`config.mk`:
```
export PLATFORM = sky130hd
export DESIGN_NAME = bg_affine_coord_engine
export DESIGN_NICKNAME = d
export VERILOG_FILES = /design/src/rtl/bg_affine_coord_engine.sv
export SDC_FILE = /design/constraint.sdc
export NUM_CORES = 1
export LEC_CHECK = 0
export CAP_MARGIN = 5
export CORE_MARGIN = 2
export CORE_UTILIZATION = 51
export CTS_CLUSTER_SIZE = 28
export DETAILED_ROUTE_END_ITERATION = 6
export HOLD_SLACK_MARGIN = 0.06
export PLACE_DENSITY = 0.86
export SYNTH_ARGS = -nofsm -noshare
export SYNTH_HDL_FRONTEND = slang
export SYNTH_SLANG_ARGS = --single-unit
```
`constraint.sdc`:
```
create_clock -name clock -period 7.34 [get_ports clock]
set_input_delay 0.734 -clock clock [delete_from_list [all_inputs] [get_ports clock]]
set_output_delay 0.734 -clock clock [all_outputs]
set_load 0.02 [all_outputs]
```
`src/rtl/bg_affine_coord_engine.sv`:
```
// Affine background texture coordinate engine, NUM_CH channels on one adder pair.
// Optional mosaic hold is built when BG_AFFINE_MOSAIC_EN is defined.
module bg_affine_coord_engine #(
    parameter  int NUM_CH    = 2,
    parameter  int COORD_W   = 28,
    parameter  int FRAC_BITS = 8,
    parameter  int OUT_W     = 10,
    localparam int CHW       = (NUM_CH > 1) ? $clog2(NUM_CH) : 1
) (
    input  logic                      clock,
    input  logic                      rst_b,
    input  logic                      frame_start,
    input  logic                      row_start,
    input  logic [NUM_CH*COORD_W-1:0] ref_x,
    input  logic [NUM_CH*COORD_W-1:0] ref_y,
    input  logic [NUM_CH-1:0]         ref_wr,
    input  logic [NUM_CH*16-1:0]      pa,
    input  logic [NUM_CH*16-1:0]      pb,
    input  logic [NUM_CH*16-1:0]      pc,
    input  logic [NUM_CH*16-1:0]      pd,
    input  logic [NUM_CH*2-1:0]       map_size,
    input  logic [NUM_CH-1:0]         wrap_en,
`ifdef BG_AFFINE_MOSAIC_EN
    input  logic [3:0]                mos_h,
    input  logic [3:0]                mos_v,
`endif
    input  logic                      pix_req,
    input  logic [CHW-1:0]            pix_ch,
    output logic                      out_valid,
    output logic [CHW-1:0]            out_ch,
    output logic [OUT_W-1:0]          out_x,
    output logic [OUT_W-1:0]          out_y,
    output logic                      out_ovf
);

    localparam int IW = COORD_W - FRAC_BITS;

    typedef logic [COORD_W-1:0] coord_t;

    coord_t            int_x [NUM_CH];
    coord_t            int_y [NUM_CH];
    coord_t            cur_x [NUM_CH];
    coord_t            cur_y [NUM_CH];
    logic [NUM_CH-1:0] pend;

    coord_t            nxt_x [NUM_CH];
    coord_t            nxt_y [NUM_CH];
    coord_t            rld_x [NUM_CH];
    coord_t            rld_y [NUM_CH];

    logic              hit;
    logic [CHW-1:0]    sel;
    logic [OUT_W:0]    mx;
    logic [OUT_W:0]    my;
    logic [OUT_W-1:0]  res_x;
    logic [OUT_W-1:0]  res_y;
    logic              res_ovf;

`ifdef BG_AFFINE_MOSAIC_EN
    logic [3:0]        hc [NUM_CH];
    logic [3:0]        vc [NUM_CH];
    logic [3:0]        vc_nxt [NUM_CH];
    coord_t            base_x [NUM_CH];
    coord_t            base_y [NUM_CH];
    logic [OUT_W-1:0]  hold_x [NUM_CH];
    logic [OUT_W-1:0]  hold_y [NUM_CH];
    logic              hold_ovf [NUM_CH];
`endif

    function automatic coord_t sext16(input logic [15:0] v);
        return {{(COORD_W-16){v[15]}}, v};
    endfunction

    // Integer part against map edge: wrap masks, clip flags out-of-range.
    function automatic logic [OUT_W:0] map_coord(
        input coord_t     v,
        input logic [1:0] code,
        input logic       wrap
    );
        logic [IW-1:0] ip;
        logic [IW-1:0] sz;
        logic          ovf;
        ip  = v[COORD_W-1:FRAC_BITS];
        sz  = IW'(128) << code;
        ovf = ip[IW-1] || (ip >= sz);
        if (wrap) begin
            ip  = ip & (sz - IW'(1));
            ovf = 1'b0;
        end
        return {ovf, ip[OUT_W-1:0]};
    endfunction

    // Decode the request and form the coordinate seen before this step.
    always_comb begin
        hit     = 1'b0;
        sel     = '0;
        mx      = '0;
        my      = '0;
        res_x   = '0;
        res_y   = '0;
        res_ovf = 1'b0;
        for (int c = 0; c < NUM_CH; c++) begin
            if (pix_req && pix_ch == CHW'(c)) begin
                hit     = 1'b1;
                sel     = CHW'(c);
                mx      = map_coord(cur_x[c], map_size[c*2 +: 2], wrap_en[c]);
                my      = map_coord(cur_y[c], map_size[c*2 +: 2], wrap_en[c]);
                res_x   = mx[OUT_W-1:0];
                res_y   = my[OUT_W-1:0];
                res_ovf = mx[OUT_W] | my[OUT_W];
`ifdef BG_AFFINE_MOSAIC_EN
                if (hc[c] != 4'd0) begin
                    res_x   = hold_x[c];
                    res_y   = hold_y[c];
                    res_ovf = hold_ovf[c];
                end
`endif
            end
        end
    end

    // Next row reference and the value the accumulator restarts from.
    always_comb begin
        for (int c = 0; c < NUM_CH; c++) begin
            nxt_x[c] = pend[c] ? ref_x[c*COORD_W +: COORD_W]
                               : int_x[c] + sext16(pb[c*16 +: 16]);
            nxt_y[c] = pend[c] ? ref_y[c*COORD_W +: COORD_W]
                               : int_y[c] + sext16(pd[c*16 +: 16]);
`ifdef BG_AFFINE_MOSAIC_EN
            vc_nxt[c] = (vc[c] >= mos_v) ? 4'd0 : vc[c] + 4'd1;
            rld_x[c]  = (vc_nxt[c] == 4'd0) ? nxt_x[c] : base_x[c];
            rld_y[c]  = (vc_nxt[c] == 4'd0) ? nxt_y[c] : base_y[c];
`else
            rld_x[c]  = nxt_x[c];
            rld_y[c]  = nxt_y[c];
`endif
        end
    end

    // Reference, accumulator and pending-reload state per channel.
    always_ff @(posedge clock or negedge rst_b) begin
        if (!rst_b) begin
            for (int c = 0; c < NUM_CH; c++) begin
                int_x[c] <= '0;
                int_y[c] <= '0;
                cur_x[c] <= '0;
                cur_y[c] <= '0;
            end
            pend <= '0;
        end else begin
            for (int c = 0; c < NUM_CH; c++) begin
                if (frame_start) begin
                    int_x[c] <= ref_x[c*COORD_W +: COORD_W];
                    int_y[c] <= ref_y[c*COORD_W +: COORD_W];
                    cur_x[c] <= ref_x[c*COORD_W +: COORD_W];
                    cur_y[c] <= ref_y[c*COORD_W +: COORD_W];
                    pend[c]  <= 1'b0;
                end else if (row_start) begin
                    int_x[c] <= nxt_x[c];
                    int_y[c] <= nxt_y[c];
                    cur_x[c] <= rld_x[c];
                    cur_y[c] <= rld_y[c];
                    pend[c]  <= ref_wr[c];
                end else begin
                    if (ref_wr[c]) begin
                        pend[c] <= 1'b1;
                    end
                    if (hit && sel == CHW'(c)) begin
                        cur_x[c] <= cur_x[c] + sext16(pa[c*16 +: 16]);
                        cur_y[c] <= cur_y[c] + sext16(pc[c*16 +: 16]);
                    end
                end
            end
        end
    end

`ifdef BG_AFFINE_MOSAIC_EN
    // Mosaic hold counters, captured coordinates and vertical row base.
    always_ff @(posedge clock or negedge rst_b) begin
        if (!rst_b) begin
            for (int c = 0; c < NUM_CH; c++) begin
                hc[c]       <= '0;
                vc[c]       <= '0;
                base_x[c]   <= '0;
                base_y[c]   <= '0;
                hold_x[c]   <= '0;
                hold_y[c]   <= '0;
                hold_ovf[c] <= 1'b0;
            end
        end else begin
            for (int c = 0; c < NUM_CH; c++) begin
                if (hit && sel == CHW'(c) && hc[c] == 4'd0) begin
                    hold_x[c]   <= res_x;
                    hold_y[c]   <= res_y;
                    hold_ovf[c] <= res_ovf;
                end
                if (frame_start) begin
                    hc[c]     <= '0;
                    vc[c]     <= '0;
                    base_x[c] <= ref_x[c*COORD_W +: COORD_W];
                    base_y[c] <= ref_y[c*COORD_W +: COORD_W];
                end else if (row_start) begin
                    hc[c] <= '0;
                    vc[c] <= vc_nxt[c];
                    if (vc_nxt[c] == 4'd0) begin
                        base_x[c] <= nxt_x[c];
                        base_y[c] <= nxt_y[c];
                    end
                end else if (hit && sel == CHW'(c)) begin
                    hc[c] <= (hc[c] >= mos_h) ? 4'd0 : hc[c] + 4'd1;
                end
            end
        end
    end
`endif

    // Registered pixel result, one cycle after the request.
    always_ff @(posedge clock or negedge rst_b) begin
        if (!rst_b) begin
            out_valid <= 1'b0;
            out_ch    <= '0;
            out_x     <= '0;
            out_y     <= '0;
            out_ovf   <= 1'b0;
        end else begin
            out_valid <= hit;
            if (hit) begin
                out_ch  <= sel;
                out_x   <= res_x;
                out_y   <= res_y;
                out_ovf <= res_ovf;
            end
        end
    end

endmodule

```
==> images/sizes.png <==
Drawn at 2 px/micron.
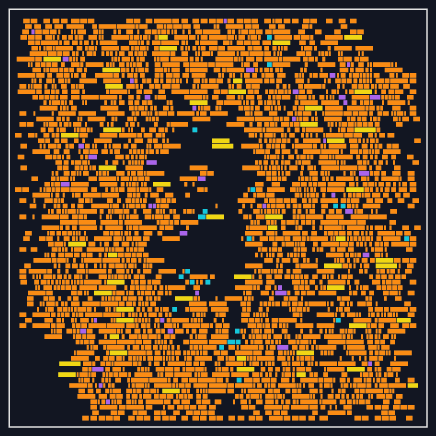
orange -> _0 and _1 cells  # cells 2722, share 96%
cyan -> _3 and _4 cells  # cells 21, share 0.74%
purple -> _2 cells  # cells 40, share 1.4%
yellow -> _6 and larger  # cells 51, share 1.8%

==> images/layer_met3.png <==
Drawn at 1.5 px/micron. Cells faint in the background.
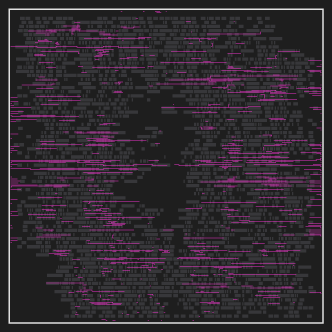
longest straight run = 72.9 microns
main direction = horizontal
share of all routed wire = 7.8%
wire length on this layer = 5180 microns
drt total wl: 66.1 mm
met3 GRT Util: 4.56%

==> reports/qor.csv <==
stage;metric;value;unit
status;run_status;finished, final reports clean;
floorplan;core_area;0.0410;sq mm
global_route;antenna_found_initial;2;
clock_network;clk_latency;540;ps
global_route;use_met1;39.6;%
layout;num-multi-input-gates;2170;
final_timing;fin_crit_sh;52.1;%
power;cell_internal_pwr;3.94;mW
clock_network;post_cts_resized;0;
global_route;use_met2;49.9;%
floorplan;rows;74;
logic_synthesis;numSynthFlops;249;
clock_network;cts_made_buffers;34;
layout;diodes;2;
layout;final_cell_count_no_fill;3368;
route;viasPerCell;6.27;
clock_network;cts_max_path_buffers;3;
final_timing;fmax;261;MHz
global_route;grt_pass1_vias;20800;
layout;mostFrequentLayoutCell;nand2_1;
worst_setup_path;startpoint;pb[16];
final_timing;fin_worst_skew;14.2;ps
route;top_layer;met5;
power;power_leader;combinational logic;
layout;buffers;295;
place;dpl_cell_area;0.0245;sq mm
worst_setup_path;reg2reg_depth;12;
clock_network;cts_htree_levels;2;
power;comb-power;2.72;mW
worst_setup_path;r2r_slack;3770;ps
power;power;6.30;mW
power;switching_share;37.5;%
route;route.met2.wl;30.9;mm
worst_setup_path;path_depth;13;
final_timing;setup_tns;0;ps
job;tool_warnings;32;
worst_setup_path;endpoint;cur_x[24]$_DFFE_PN0P_;
logic_synthesis;ys_warn_count;0;
layout;largest_cell_class;combinational gates;
logic_synthesis;ys_seq_share;29.3;%
power;combPwrFrac;43.1;%
layout;comb_area;0.0144;sq mm
clock_network;root_buffer;clkbuf_16;
final_timing;hold_viol;0;
logic_synthesis;area_leaders;dfrtp_1 29%, ha_1 14%, a21oi_1 6.5%, nand2_1 5.6%, xnor2_1 5.4%;
final_timing;rsz0062_at_grt;false;
final_timing;setup_violations;0;
route;wl_met1;27.7;mm
global_route;grt_max_degree;129;
floorplan;die_y;208;microns
worst_setup_path;cp_num_buf_inv;1;
power;power.switching;2.36;mW
layout;clk_share;4.67;%
clock_network;post_cts_buffers;0;
logic_synthesis;synth.mux.area_fraction;1.01;%
layout;fillers;3374;
worst_setup_path;r2r_start;int_x[0]$_DFFE_PN0P_;
floorplan;ios;277;
power;ir_drop;0.000142;V
logic_synthesis;ys_types;78;
power;clockPowerShare;28.4;%
clock_network;cts_tree;built;
layout;final_area;0.0257;sq mm
power;p_leak;11.5;nW
logic_synthesis;netlist_area;0.0213;sq mm
worst_setup_path;cp_max_fo;4;
global_route;overflow;0;
layout;seq_share;24.3;%
place;hpwl;48.6;mm
logic_synthesis;edf_count;0;
power;pwr-share-seq;28.5;%
logic_synthesis;yosys.area_share.aoi;29.0;%
power;powerClk;1.79;mW
floorplan;die_area;0.0433;sq mm
worst_setup_path;crit_family;AND-OR/OR-AND gates;
place;dp_cells;3308;
route;drt_iter0_drc;1860;
logic_synthesis;syn-num-nets;3074;
global_route;grt_usage;30.1;%
logic_synthesis;topCombFamilyByArea;AND-OR/OR-AND gates;
final_timing;holdWs;128;ps
logic_synthesis;synth_top_area_share;29.3;%
worst_setup_path;start_kind;input port;
final_timing;worst_pin_slew;1170;ps
route;met3_length;5.18;mm
route;dr.pass1.iters;5;
worst_setup_path;slowest_stage;fa_1;
worst_setup_path;slowest_delay;430;ps
worst_setup_path;path_cells;clkdlybuf4s50_1, ha_1, fa_1, a21o_1, a21oi_1, o21ai_0, a31oi_1, o221ai_1, a311oi_1, o21bai_1, xnor2_1, o21ai_0, o22a_1;
layout;fin_util;62.6;%
global_route;grt_busiest_layer;met2;
worst_setup_path;endpoint_kind;flop;
layout;comb_share;56.2;%
final_timing;slew_headroom;21.9;%
logic_synthesis;synthArstFlopShare;100;%
route;via_count;21100;
place;dpl_worst_slack;3050;ps
worst_setup_path;rr_endpoint;cur_x[24]$_DFFE_PN0P_;
power;power_density;245;mW/mm^2
logic_synthesis;ys_cells;2580;
logic_synthesis;netlist.top_cell.by_area;dfrtp_1;
final_timing;fin_ws;3510;ps
global_route;grt_pass1_wl;107;mm
logic_synthesis;xor_share;7.42;%
floorplan;tap_cells;532;
final_timing;slew_violations;0;
power;seq-power;1.80;mW
worst_hold_path;hold_path.class;in -> async;
place;place_congestion;0.957;
floorplan;fp_util;51.8;%
layout;nClkBuffers;48;
layout;flop-count;249;
worst_setup_path;worst_path_most_repeated_cell;o21ai_0;
logic_synthesis;avgSynthCellArea;8.24;sq um
logic_synthesis;ys_area;0.0213;sq mm
logic_synthesis;simple_gate_share;16.0;%
logic_synthesis;ys_sh_adder;14.4;%
logic_synthesis;synth-main-ff-cell;dfrtp_1;
place;port_buffers;276;
job;drv_cap;0;
route;antenna_left;0;
layout;lay_top_cells;319 x nand2_1, 278 x a21oi_1, 274 x clkdlybuf4s50_1;
route;routedWlPerCell;19.6;microns
layout;drive_gt1_share;3.95;%
worst_setup_path;cp.required;7820;ps
route;drc;0;
clock_network;clock_sinks;249;
worst_setup_path;worst_ep_arrival_time;4300;ps
floorplan;die_w;208;microns
layout;nNonClkInverters;62;
final_timing;period_minus_slack;3830;ps
layout;nets;3306;
worst_setup_path;path_class;in -> reg;
layout;bufAreaShareNonClock;11.4;%
cells in the mapped netlist (12+ instances only):
cell type and n:
clkbuf_1 85, a21o_1 115, nor3_1 36, mux2i_1 18
dfrtp_1 249, nand2b_1 22, a21oi_1 278, nor2b_1 18
nor2_1 219, nor4_1 16, a31oi_1 46, or3_1 12
and3_1 21, xnor2_1 130, nand2_1 319, ha_1 232
a22oi_1 75, nand4_1 15, o21bai_1 36, inv_1 62
or2_2 12, a211oi_1 25, o211ai_1 24, xor2_1 50
o21a_1 28, o21ai_0 195, buf_1 13, nand3_1 46
kinds of logic after synthesis:
kind of cell             count (synthesis)
adder cells (fa/ha/maj)                240
buffers and inverters                  161
multiplexers                            21
flip-flops                             249
AND/OR/NAND/NOR                        768
XOR/XNOR                               180
AND-OR/OR-AND                          961
Power is estimated from default activity; no workload was simulated.
